### src/rtl/rv0_pkg.sv
// rv0 shared definitions: opcodes, writeback FSM states.
// Used by the writeback unit (optional trace: RV0_WBU_TRACE_EN).
package rv0_pkg;

  localparam logic [6:0] OPC_OP     = 7'b0110011;
  localparam logic [6:0] OPC_OP_IMM = 7'b0010011;
  localparam logic [6:0] OPC_LUI    = 7'b0110111;
  localparam logic [6:0] OPC_AUIPC  = 7'b0010111;
  localparam logic [6:0] OPC_JAL    = 7'b1101111;
  localparam logic [6:0] OPC_JALR   = 7'b1100111;

  typedef enum logic {
    WBU_IDLE,
    WBU_HOLD
  } wbu_state_e;

  function automatic logic opc_writes_rd(
    input logic [6:0] opc
  );
    return opc inside {OPC_OP, OPC_OP_IMM, OPC_LUI,
                       OPC_AUIPC, OPC_JAL, OPC_JALR};
  endfunction

endpackage

### src/rtl/rv_sbuf_if.sv
// Stage-buffer handshake: producer offers an entry with rdy,
// consumer takes it in a cycle with rdy && ack.
interface rv_sbuf_if #(
  parameter int XLEN = 32
);
  logic [31:0]     insn;
  logic [XLEN-1:0] addr;
  logic [XLEN-1:0] idata1;
  logic            rdy;
  logic            ack;

  modport src (
    output insn, addr, idata1, rdy,
    input  ack
  );

  modport snk (
    input  insn, addr, idata1, rdy,
    output ack
  );
endinterface

### src/rtl/rv0_wbu_dec.sv
// Writeback decode: destination register and whether the
// instruction writes the integer register file.
module rv0_wbu_dec
  import rv0_pkg::*;
(
  input  logic [11:0] insn_i,
  output logic [4:0]  rd_o,
  output logic        need_wr_o
);

  assign rd_o      = insn_i[11:7];
  assign need_wr_o = (rd_o != 5'd0) &&
                     opc_writes_rd(insn_i[6:0]);

endmodule

### src/rtl/rv0_wbu_i.sv
// Integer writeback unit: one-entry holding register, RF write
// port, retire pulse and counter. Trace ports: RV0_WBU_TRACE_EN.
module rv0_wbu_i
  import rv0_pkg::*;
#(
  parameter int XLEN  = 32,
  parameter int FLEN  = 0,
  parameter int CNT_W = 64
) (
  input  logic             clk_i,
  input  logic             rst_i,
  input  logic             wbu_flush_i,
  rv_sbuf_if.snk           exu_sbuf_if,
  output logic             rf_we_o,
  output logic [4:0]       rf_waddr_o,
  output logic [XLEN-1:0]  rf_wdata_o,
  input  logic             rf_wgnt_i,
  output logic             retire_o,
  output logic [CNT_W-1:0] instret_o
`ifdef RV0_WBU_TRACE_EN
  ,
  output logic             trace_valid_o,
  output logic [XLEN-1:0]  trace_addr_o,
  output logic [31:0]      trace_insn_o,
  output logic [4:0]       trace_rd_o,
  output logic [XLEN-1:0]  trace_wdata_o
`endif
);

  if (FLEN != 0) begin : g_flen
  end

`ifdef RV0_WBU_TRACE_EN
  localparam int IW = 32;
`else
  localparam int IW = 12;
`endif

  wbu_state_e state_q, state_d;
  logic [IW-1:0]    insn_q;
  logic [XLEN-1:0]  wdata_q;
  logic             retire_q;
  logic [CNT_W-1:0] instret_q, instret_d;

  logic [4:0] rd;
  logic       need_wr;
  logic       hold;
  logic       done;
  logic       ack;
  logic       accept;

  rv0_wbu_dec u_dec (
    .insn_i    (insn_q[11:0]),
    .rd_o      (rd),
    .need_wr_o (need_wr)
  );

  assign hold = (state_q == WBU_HOLD);

  always_comb begin
    done    = hold && (!need_wr || rf_wgnt_i) &&
              !wbu_flush_i;
    ack     = (!hold || done) && !wbu_flush_i &&
              !rst_i;
    accept  = exu_sbuf_if.rdy && ack;
    state_d = state_q;
    unique case (state_q)
      WBU_IDLE: begin
        if (accept) state_d = WBU_HOLD;
      end
      WBU_HOLD: begin
        if (done) begin
          state_d = accept ? WBU_HOLD : WBU_IDLE;
        end
      end
      default: state_d = WBU_IDLE;
    endcase
    if (wbu_flush_i) state_d = WBU_IDLE;
    instret_d = instret_q + CNT_W'(done);
  end

  always_ff @(posedge clk_i) begin
    if (rst_i) begin
      state_q   <= WBU_IDLE;
      insn_q    <= '0;
      wdata_q   <= '0;
      retire_q  <= 1'b0;
      instret_q <= '0;
    end else begin
      state_q <= state_d;
      if (accept) begin
        insn_q  <= exu_sbuf_if.insn[IW-1:0];
        wdata_q <= exu_sbuf_if.idata1;
      end
      retire_q  <= done;
      instret_q <= instret_d;
    end
  end

  assign exu_sbuf_if.ack = ack;
  assign rf_we_o    = hold && need_wr && !wbu_flush_i;
  assign rf_waddr_o = rd;
  assign rf_wdata_o = wdata_q;
  assign retire_o   = retire_q;
  assign instret_o  = instret_q;

`ifdef RV0_WBU_TRACE_EN
  logic [XLEN-1:0] addr_q;
  logic            tr_vld_q;
  logic [XLEN-1:0] tr_addr_q;
  logic [31:0]     tr_insn_q;
  logic [4:0]      tr_rd_q;
  logic [XLEN-1:0] tr_wdata_q;

  always_ff @(posedge clk_i) begin
    if (rst_i) begin
      addr_q     <= '0;
      tr_vld_q   <= 1'b0;
      tr_addr_q  <= '0;
      tr_insn_q  <= '0;
      tr_rd_q    <= '0;
      tr_wdata_q <= '0;
    end else begin
      if (accept) addr_q <= exu_sbuf_if.addr;
      tr_vld_q <= done;
      if (done) begin
        tr_addr_q  <= addr_q;
        tr_insn_q  <= insn_q;
        tr_rd_q    <= need_wr ? rd : 5'd0;
        tr_wdata_q <= need_wr ? wdata_q : '0;
      end
    end
  end

  assign trace_valid_o = tr_vld_q;
  assign trace_addr_o  = tr_addr_q;
  assign trace_insn_o  = tr_insn_q;
  assign trace_rd_o    = tr_rd_q;
  assign trace_wdata_o = tr_wdata_q;
`endif

endmodule

### src/flat_wrapper.sv
// flat-port wrapper written by rule: the top's interface ports become plain ports
module rv0_wbu_i_flat import rv0_pkg::*;
#(
  parameter int XLEN  = 32,
  parameter int FLEN  = 0,
  parameter int CNT_W = 64
)
  (clk_i, rst_i, wbu_flush_i, rf_we_o, rf_waddr_o, rf_wdata_o, rf_wgnt_i, retire_o, instret_o, exu_sbuf_if_insn, exu_sbuf_if_addr, exu_sbuf_if_idata1, exu_sbuf_if_rdy, exu_sbuf_if_ack);
  rv_sbuf_if #(.XLEN(XLEN)) exu_sbuf_if_i ();
  input  logic clk_i;
  input  logic rst_i;
  input  logic wbu_flush_i;
  output logic rf_we_o;
  output logic [4:0] rf_waddr_o;
  output logic [XLEN-1:0] rf_wdata_o;
  input  logic rf_wgnt_i;
  output logic retire_o;
  output logic [CNT_W-1:0] instret_o;
  input wire logic [$bits(exu_sbuf_if_i.insn)-1:0] exu_sbuf_if_insn;
  input wire logic [$bits(exu_sbuf_if_i.addr)-1:0] exu_sbuf_if_addr;
  input wire logic [$bits(exu_sbuf_if_i.idata1)-1:0] exu_sbuf_if_idata1;
  input wire logic [$bits(exu_sbuf_if_i.rdy)-1:0] exu_sbuf_if_rdy;
  output wire logic [$bits(exu_sbuf_if_i.ack)-1:0] exu_sbuf_if_ack;
  assign exu_sbuf_if_i.insn = exu_sbuf_if_insn;
  assign exu_sbuf_if_i.addr = exu_sbuf_if_addr;
  assign exu_sbuf_if_i.idata1 = exu_sbuf_if_idata1;
  assign exu_sbuf_if_i.rdy = exu_sbuf_if_rdy;
  assign exu_sbuf_if_ack = exu_sbuf_if_i.ack;
  rv0_wbu_i #(.XLEN(XLEN), .FLEN(FLEN), .CNT_W(CNT_W)) u_core (.clk_i(clk_i), .rst_i(rst_i), .wbu_flush_i(wbu_flush_i), .exu_sbuf_if(exu_sbuf_if_i), .rf_we_o(rf_we_o), .rf_waddr_o(rf_waddr_o), .rf_wdata_o(rf_wdata_o), .rf_wgnt_i(rf_wgnt_i), .retire_o(retire_o), .instret_o(instret_o));
endmodule
### config.mk
export PLATFORM = sky130hd
export DESIGN_NAME = rv0_wbu_i_flat
export DESIGN_NICKNAME = d
export VERILOG_FILES = /design/src/rtl/rv0_pkg.sv /design/src/rtl/rv_sbuf_if.sv /design/src/rtl/rv0_wbu_dec.sv /design/src/rtl/rv0_wbu_i.sv /design/src/flat_wrapper.sv
export SDC_FILE = /design/constraint.sdc
export NUM_CORES = 1
export LEC_CHECK = 0
export ABC_AREA = 1
export CAP_MARGIN = 30
export CORE_AREA = 2 2 151 153
export CTS_CLUSTER_SIZE = 30
export DETAILED_ROUTE_END_ITERATION = 7
export DIE_AREA = 0 0 153 155
export GPL_TIMING_DRIVEN = 0
export MAX_ROUTING_LAYER = met4
export PLACE_DENSITY_LB_ADDON = 0.12
export RECOVER_POWER = 100
export SYNTH_ARGS = -nofsm -noshare
export SYNTH_HDL_FRONTEND = slang
export SYNTH_SLANG_ARGS = --single-unit
### constraint.sdc
create_clock -name clk_i -period 2.8 [get_ports clk_i]
set_clock_uncertainty 0.2 [all_clocks]
set_input_delay 0.42 -clock clk_i [delete_from_list [all_inputs] [get_ports clk_i]]
set_output_delay 0.42 -clock clk_i [all_outputs]
set_load 0.005 [all_outputs]
==> impl_metrics.toml <==
# synthesis and place-and-route metrics
[run_status]
status = "finished, final reports clean"

[drt]
viasPerCell = 4.41
drt-total-wl_um = 20600
wl_per_cell_um = 14.0
dr.pass1.iters = 5
drtAntennaViolNets = 0

[synthesis]
yosysWarnings = 0
yosysMostFrequentCell = "nand2_1"
ys_top_cells_by_area = "dfxtp_1 36%, nand2_1 17%, inv_1 12%"
synthTopCellsByCount = "271 x nand2_1, 191 x inv_1, 182 x nor2_1"
yosys_area_mm2 = 0.00610
synth.cellmix.compoundShare_pct = 6.19
synthArstFlopShare_pct = 0
syn_area_per_cell_um2 = 6.06
simple_gate_share_pct = 41.8

[finish]
inv_count = 195
buf_share_pct = 20.8
nFillCells = 2422
drive_above_1_share_pct = 5.40
nNetsFinal = 1283

[clock_tree]
cts-root-buf = "clkbuf_16"
path_clk_slew_ns = 0.07
clock.latency.late_pin_ns = 0.36
cts_buffers = 9
cts_tree = "built"

[power_and_ir_drop]
switchingPower_uw = 821
powerSeq_uw = 1620

[critical_path]
r2r_setup_slack_ns = 0.21
cp-start-kind = "primary input"
path_delay_family = "buffers and inverters"
worstSetupStartpoint = "wbu_flush_i"
crit_type = "in2out"
r2r_end = "u_core.instret_o[48]"
cp.depth = 7

[global_routing]
grt-ovfl-total = 0
grt_pass1_vias = 5978

[placement]
dpl_cell_area_mm2 = 0.00797

[floorplanning]
dieArea_mm2 = 0.0237
row_count = 55
dieHeight_um = 155

[timing]
tns_ns = 0
timing.hold.ws_ns = 0.296
maxSlewViolCount = 0

[hold_path]
hold_path_end = "u_core.instret_o[63]"
Fig. 1: register map, names as in the netlist
Bar = 50 µm. Other sequential cells in the stronger gray, the rest of the logic in the fainter gray.
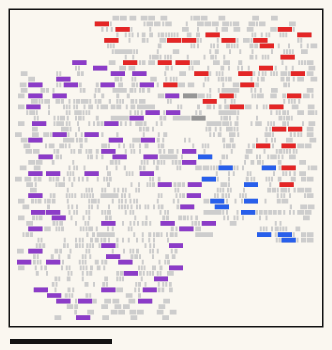
Red shows `u_core.rf_wdata_o`, placed flops 32. Blue shows `u_core.insn_q`, placed flops 12, where middle right. Purple shows `u_core.instret_o`, placed flops 64.
Another 2 sequential cells are not colored.

Fig. 2: placement by cell class
Bar = 50 µm.
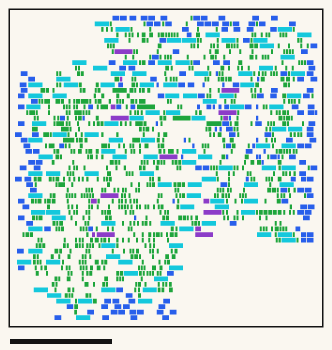
Purple shows clock drivers and dummy loads, cells 16, share of their area 3.4%. Blue shows remaining buffers and delay cells, cells 196, share of their area 22%. Green shows remaining logic cells, cells 863, share of their area 47%. Cyan shows sequential cells, cells 110, share of their area 27%.

Fig. 3: cell sizes after repair
Bar = 50 µm.
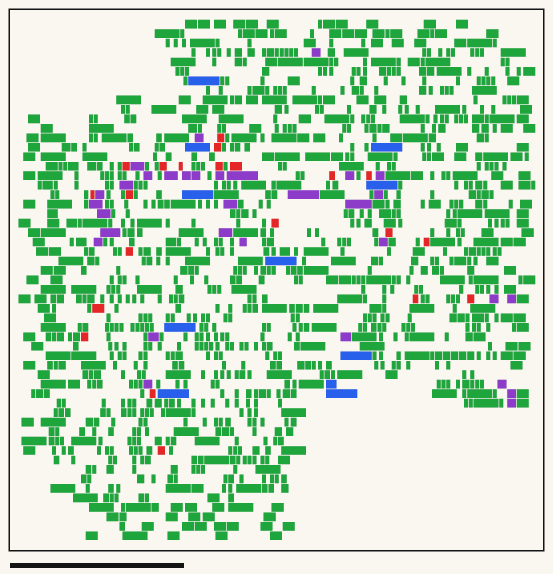
Red shows x2, cells 21. Blue shows x6 and larger, cells 11, most used clkbuf_16. Green shows x1 and smaller, cells 1121, most used nand2_1. Purple shows x3 and x4, cells 32, most used buf_4.

